`config.mk`:
```
export PLATFORM = sky130hd
export DESIGN_NAME = wb_stage_seq
export DESIGN_NICKNAME = d
export VERILOG_FILES = /design/src/rtl/wb_stage_seq.sv
export SDC_FILE = /design/constraint.sdc
export NUM_CORES = 1
export LEC_CHECK = 0
export CAP_MARGIN = 0
export CORE_MARGIN = 4
export CORE_UTILIZATION = 41
export CTS_CLUSTER_SIZE = 20
export DETAILED_ROUTE_END_ITERATION = 8
export PLACE_DENSITY_LB_ADDON = 0.2
export REMOVE_ABC_BUFFERS = 1
export SKIP_CTS_REPAIR_TIMING = 1
export SYNTH_ARGS = -nofsm -noshare
export SYNTH_HDL_FRONTEND = slang
export SYNTH_SLANG_ARGS = --single-unit
```
`constraint.sdc`:
```
create_clock -name clk -period 3 [get_ports clk]
set_clock_uncertainty 0.1 [all_clocks]
set_input_delay 0.75 -clock clk [delete_from_list [all_inputs] [get_ports clk]]
set_output_delay 0.75 -clock clk [all_outputs]
set_load 0.02 [all_outputs]
```
`src/rtl/wb_stage_seq.sv`:
```
// Write-back stage: holds one retired instruction, waits WB_DELAY cycles, then
// issues a single register-file write. Also exposes a forwarding view and a retire counter.
module wb_stage_seq #(
   parameter int DATA_W   = 32,
   parameter int WB_DELAY = 3,
   parameter int CNT_W    = 16
) (
   input  logic              clk,
   input  logic              rst,
   input  logic              in_valid,
   output logic              in_ready,
   input  logic [31:0]       ir_i,
   input  logic [DATA_W-1:0] lmd_i,
   input  logic [DATA_W-1:0] aluo_i,
   input  logic [DATA_W-1:0] link_i,
   input  logic              cond_i,
   input  logic              flush,
   output logic              wb_we,
   output logic [4:0]        wb_addr,
   output logic [DATA_W-1:0] wb_data,
   output logic              cond_o,
   output logic              fwd_valid,
   output logic [4:0]        fwd_addr,
   output logic [DATA_W-1:0] fwd_data,
   output logic [CNT_W-1:0]  retire_cnt
);

   typedef enum logic [1:0] {
      IDLE = 2'd0,
      WAIT = 2'd1,
      WB   = 2'd2
   } state_t;

   localparam logic [1:0] SEL_ALU  = 2'd0;
   localparam logic [1:0] SEL_LMD  = 2'd1;
   localparam logic [1:0] SEL_LINK = 2'd2;
   localparam logic [3:0] LAST_PH  = (WB_DELAY == 0) ? 4'd0 : 4'(WB_DELAY - 1);
   localparam state_t     CAP_ST   = (WB_DELAY == 0) ? WB : WAIT;

   // Returns {writes, data_select[1:0], dest[4:0]} for an instruction word.
   function automatic logic [7:0] wb_decode(input logic [31:0] ir);
      logic [7:0] d;
      d = 8'd0;
      case (ir[31:26])
         6'h00: begin
            if (ir[5:0] == 6'h08) begin
               d = 8'd0;
            end else if (ir[5:0] == 6'h09) begin
               d = {1'b1, SEL_LINK, ir[15:11]};
            end else begin
               d = {1'b1, SEL_ALU, ir[15:11]};
            end
         end
         6'h20, 6'h21, 6'h23, 6'h24, 6'h25: d = {1'b1, SEL_LMD, ir[20:16]};
         6'h08, 6'h09, 6'h0A, 6'h0B,
         6'h0C, 6'h0D, 6'h0E, 6'h0F:        d = {1'b1, SEL_ALU, ir[20:16]};
         6'h03:                             d = {1'b1, SEL_LINK, 5'd31};
         default:                           d = 8'd0;
      endcase
      return d;
   endfunction

   state_t              state_r;
   logic [3:0]          cnt_r;
   logic [31:0]         ir_r;
   logic [DATA_W-1:0]   lmd_r;
   logic [DATA_W-1:0]   alu_r;
   logic [DATA_W-1:0]   link_r;
   logic                cond_r;
   logic [CNT_W-1:0]    retire_r;

   logic [7:0]          dec_s;
   logic                writes_s;
   logic [4:0]          addr_s;
   logic [DATA_W-1:0]   data_s;
   logic                accept_s;

   assign dec_s    = wb_decode(ir_r);
   assign addr_s   = dec_s[4:0];
   // Writes to r0 are architecturally discarded, so they never strobe or forward.
   assign writes_s = dec_s[7] & (addr_s != 5'd0);

   // Select write data from the held operands.
   always_comb begin
      data_s = alu_r;
      case (dec_s[6:5])
         SEL_LMD:  data_s = lmd_r;
         SEL_LINK: data_s = link_r;
         default:  data_s = alu_r;
      endcase
   end

   assign in_ready   = ~flush & ((state_r == IDLE) | (state_r == WB));
   assign accept_s   = in_valid & in_ready;
   assign wb_we      = (state_r == WB) & writes_s;
   assign fwd_valid  = ((state_r == WAIT) | (state_r == WB)) & writes_s;
   assign wb_addr    = addr_s;
   assign fwd_addr   = addr_s;
   assign wb_data    = data_s;
   assign fwd_data   = data_s;
   assign cond_o     = cond_r;
   assign retire_cnt = retire_r;

   // Instruction payload capture; accept_s is already blocked during flush.
   always_ff @(posedge clk or negedge rst) begin
      if (!rst) begin
         ir_r   <= 32'd0;
         lmd_r  <= '0;
         alu_r  <= '0;
         link_r <= '0;
      end else if (accept_s) begin
         ir_r   <= ir_i;
         lmd_r  <= lmd_i;
         alu_r  <= aluo_i;
         link_r <= link_i;
      end else begin
         ir_r   <= ir_r;
         lmd_r  <= lmd_r;
         alu_r  <= alu_r;
         link_r <= link_r;
      end
   end

   // Sequencing FSM, phase counter, held condition and retire counter.
   always_ff @(posedge clk or negedge rst) begin
      if (!rst) begin
         state_r  <= IDLE;
         cnt_r    <= 4'd0;
         cond_r   <= 1'b0;
         retire_r <= '0;
      end else if (flush) begin
         state_r <= IDLE;
         cnt_r   <= 4'd0;
         cond_r  <= 1'b0;
      end else begin
         case (state_r)
            IDLE: begin
               cnt_r <= 4'd0;
               if (accept_s) begin
                  state_r <= CAP_ST;
                  cond_r  <= cond_i;
               end else begin
                  cond_r  <= 1'b0;
               end
            end
            WAIT: begin
               cnt_r <= cnt_r + 4'd1;
               if (cnt_r == LAST_PH) begin
                  state_r <= WB;
               end else begin
                  state_r <= WAIT;
               end
            end
            WB: begin
               retire_r <= retire_r + CNT_W'(1);
               cnt_r    <= 4'd0;
               if (accept_s) begin
                  state_r <= CAP_ST;
                  cond_r  <= cond_i;
               end else begin
                  state_r <= IDLE;
                  cond_r  <= 1'b0;
               end
            end
            default: begin
               state_r <= IDLE;
               cnt_r   <= 4'd0;
               cond_r  <= 1'b0;
            end
         endcase
      end
   end

endmodule

```
### Wiring by layer

(4 px per µm)
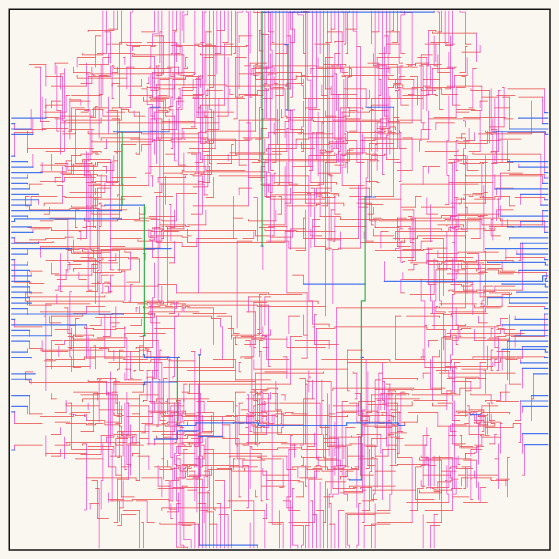
colour	layer	wire length
red	metal 1	7060 µm
blue	metal 3	886 µm
green	metal 4	262 µm
magenta	metal 2	8570 µm

### Cell density map

(3 px per µm) The die is cut into 13 by 13 equal tiles; white is low, dark blue is high, 0 to 100% covered.
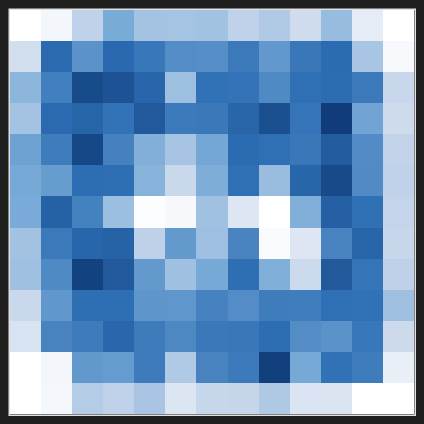
mean over tiles	52%
fullest tile	95%
nearly empty tiles	4.7%
tiles over 75% full	18%

==> out/summary.log <==
INFO  grt            grt_start_max_net_pins=74
INFO  detailed_routing drt_pass1_iterations=4
INFO  detailed_routing met2_length=8.57mm
INFO  place          detailedPlace.worstSlack=-656ps
INFO  final_layout   areaGrowthSynthToFinish=47.3%
INFO  yosys          synthSimpleGateAreaFrac=7.63%
INFO  sta            hold_slack=127ps
INFO  yosys          yosysTopAreaCellShare=53.5%
INFO  final_layout   finalNetCount=898
INFO  sta            setup-tns-final=-21920ps
INFO  yosys          logic_family=multiplexers
INFO  grt            grt_pass1_wl=26.0mm
INFO  floorplanning  initial_core_util=41.7%
INFO  cts            cts_htree_levels=4
INFO  detailed_routing routed-wl-met3=885µm
INFO  min_path       min-delay-path-class=input port to async pin
INFO  power_and_ir_drop combinationalPowerShare=30.6%
INFO  final_layout   postLayoutCellArea=0.00971mm²
INFO  yosys          post_synth_instance_area=0.00659mm²
INFO  critical_path  cp.arrival=2540ps
INFO  sta            final.period_utilization=113%
INFO  final_layout   antenna_cells_inserted=0
INFO  detailed_routing met1_length=7.06mm
INFO  final_layout   fill_cells=1254
INFO  final_layout   area_dominant_class=registers
INFO  yosys          yosysTopAreaCell=sky130_fd_sc_hd__dfrtp_1
INFO  floorplanning  chip_footprint=0.0182mm²
INFO  sta            report.final.setup_viol=65
INFO  final_layout   area.share.combinational=28.8%
INFO  yosys          synthesis.instances=545
INFO  status         run_status=finished with violations
INFO  grt            globalRouteMet3Util=4.40%
INFO  cts            max-clock-path-buffers=2
INFO  place          dp.cells=948
INFO  power_and_ir_drop power.share.clock=32.6%
INFO  detailed_routing top_layer_used=met4
INFO  detailed_routing detailedRoute.firstIterationViolations=161
INFO  place          place.gp.congestion=0.801
INFO  critical_path  critical_path.startpoint_type=flip-flop
INFO  yosys          number_of_synthesized_flops_with_an_enable_pin=0
INFO  detailed_routing dr_total_vias=4865
INFO  status         violations=negative setup slack
INFO  cts            cts_tree=yes
INFO  sta            rsz_0062_raised_after_global_routing=true
INFO  yosys          post_synth_adder_cell_area=1.71%
INFO  power_and_ir_drop intPower=4560µW
INFO  yosys          synth-cells-yosys=545
INFO  sta            slew_hr=74.0%
INFO  flow_run       warnings=41
INFO  critical_path  crit_family=simple AND/OR/NAND/NOR gates
INFO  floorplanning  boundaryPins=227
INFO  sta            layout_min_cycle_time=3390ps
INFO  final_layout   layout_top_cells_excl_fill_tap=sky130_fd_sc_hd__dfrtp_1 (141), sky130_fd_sc_hd__clkdlybuf4s50_1 (139), sky130_fd_sc_hd__mux2_2 (116), sky130_fd_sc_hd__buf_4 (74), sky130_fd_sc_hd__nand2_1 (45)
INFO  critical_path  timing.critical_path.slowest_stage_cell=sky130_fd_sc_hd__dfrtp_1
INFO  yosys          common_cells=sky130_fd_sc_hd__dfrtp_1 (141), sky130_fd_sc_hd__mux2_2 (116), sky130_fd_sc_hd__nand2_1 (49)
INFO  cts            numCtsBuffers=17
INFO  sta            timing.fmax=0.295GHz
INFO  yosys          synthXorXnorAreaFrac=2.26%
INFO  sta            layout_setup_ws=-389ps
INFO  yosys          ff_type=sky130_fd_sc_hd__dfrtp_1
INFO  cts            clock_transition_time_at_the_flip_flop_clock_pins_of_the_worst_setup_and_hold_paths=60ps
INFO  critical_path  required=2150ps
INFO  critical_path  cells_along_the_critical_path=nor4_4 -> nor3b_4 -> a31oi_4 -> ha_4 -> buf_12 -> buf_4 -> a22oi_1 -> o21ai_2 -> buf_4
INFO  grt            grt_busiest_layer=met2
INFO  detailed_routing routedWlPerCell=17.0µm
INFO  grt            number_of_antenna_violations_at_the_first_check_in_global_routing=0
INFO  final_layout   final_layout_size_suffix_gt1_share=40.4%
INFO  final_layout   inv_count=17
INFO  cts            clockRootBuffer=sky130_fd_sc_hd__clkbuf_16
INFO  yosys          synth-warning-count=0
INFO  detailed_routing detail_route.drc_violations=0
INFO  final_layout   signal_buffer_area_fraction=25.2%
INFO  yosys          synth.mux.area_fraction=19.8%
INFO  floorplanning  die_w=135µm
INFO  yosys          synthTopCellsByArea=sky130_fd_sc_hd__dfrtp_1 (54%), sky130_fd_sc_hd__mux2_2 (20%), sky130_fd_sc_hd__buf_4 (4.2%), sky130_fd_sc_hd__a22oi_1 (3.6%), sky130_fd_sc_hd__nand2_1 (2.8%)
INFO  critical_path  cp_max_fo=11
INFO  yosys          synth-compound-area-share=8.12%
INFO  sta            hold_viol_final=0
INFO  place          placed_area=0.00900mm²
INFO  place          port_buffers=216
INFO  yosys          async_reset_ff_share=100%
INFO  critical_path  r2r_start=state_r[0]
INFO  cts            insertion_delay=420ps
INFO  flow_run       maxCapViolations=0
INFO  place          dp_hpwl=11.8mm
INFO  yosys          netlist-cell-type-count=42
INFO  grt            global_route_usage_sum=18.1%
INFO  sta            final_tally_of_max_slew_violations=0
INFO  critical_path  regToRegSetupSlack=900ps
INFO  final_layout   sh_seq_area=36.3%
INFO  yosys          yosys.stat.chipArea=0.00659mm²
INFO  critical_path  critical-path-top-cell-by-count=sky130_fd_sc_hd__buf_4
INFO  power_and_ir_drop p_sw=1990µW
INFO  critical_path  longest_individual_stage_delay_on_the_worst_path=410ps
INFO  critical_path  cp.buffers_inverters=3
INFO  final_layout   final_cells=985
INFO  yosys          ys_seq_share=53.5%
INFO  final_layout   clockBufferCount=18
INFO  grt            grt_overflow_total=0
INFO  critical_path  r2r.worst_path.cells=6
INFO  power_and_ir_drop netSwitchingFraction=30.3%
INFO  grt            grt_pass1_vias=5063
INFO  floorplanning  tap_cells=216
### Met4 routing

(4 px per µm) Supply wires on this layer in grey. Cells faint in the background.
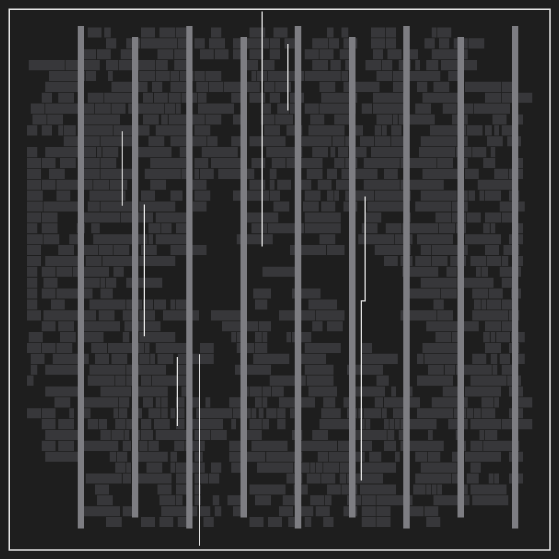
wire length on this layer	262 µm
share of all routed wire	1.6%
nets with wire on the layer	4
longest straight run	58.5 µm
main direction	vertical

### Sequential cells coloured by netlist name

(4 px per µm) Other sequential cells in the stronger grey, the rest of the logic in the fainter grey.
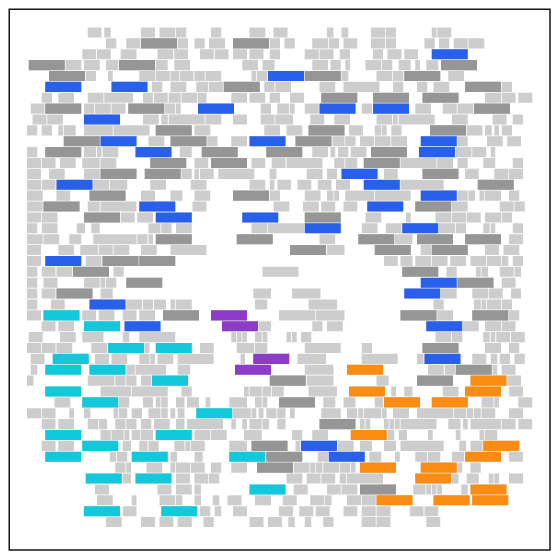
colour	signal	sequential cells
blue	link_r	32
purple	cnt_r	4
cyan	ir_r	22
orange	retire_cnt	16

[power by group through the flow]
stage	clock network (µW)	registers, µW	logic (µW)
after global placement	0	2410	1940
after global routing	2260	2460	2140
after CTS	2170	2400	1980
after floorplan	0	2380	982
final	2130	2410	2000
after detailed placement	0	2430	1970
[worst max-delay path by stage]
stage	cells past startpoint	to	startpoint
floorplan	2	alu_r[0]	flush
detailed placement	9	fwd_data[8]	ir_r[29]
global placement	9	fwd_data[20]	ir_r[29]
global route	9	wb_data[0]	ir_r[30]
finish	9	wb_data[19]	ir_r[30]
CTS	9	fwd_data[8]	ir_r[29]
[state kept, by name, indices dropped and copies added (netlist names)]
register,cells
alu_r,32
retire_cnt,16
state_r,2
ir_r,22
cnt_r,4
lmd_r,32
cond_o,1
link_r,32
Power is estimated from default activity; no workload was simulated.
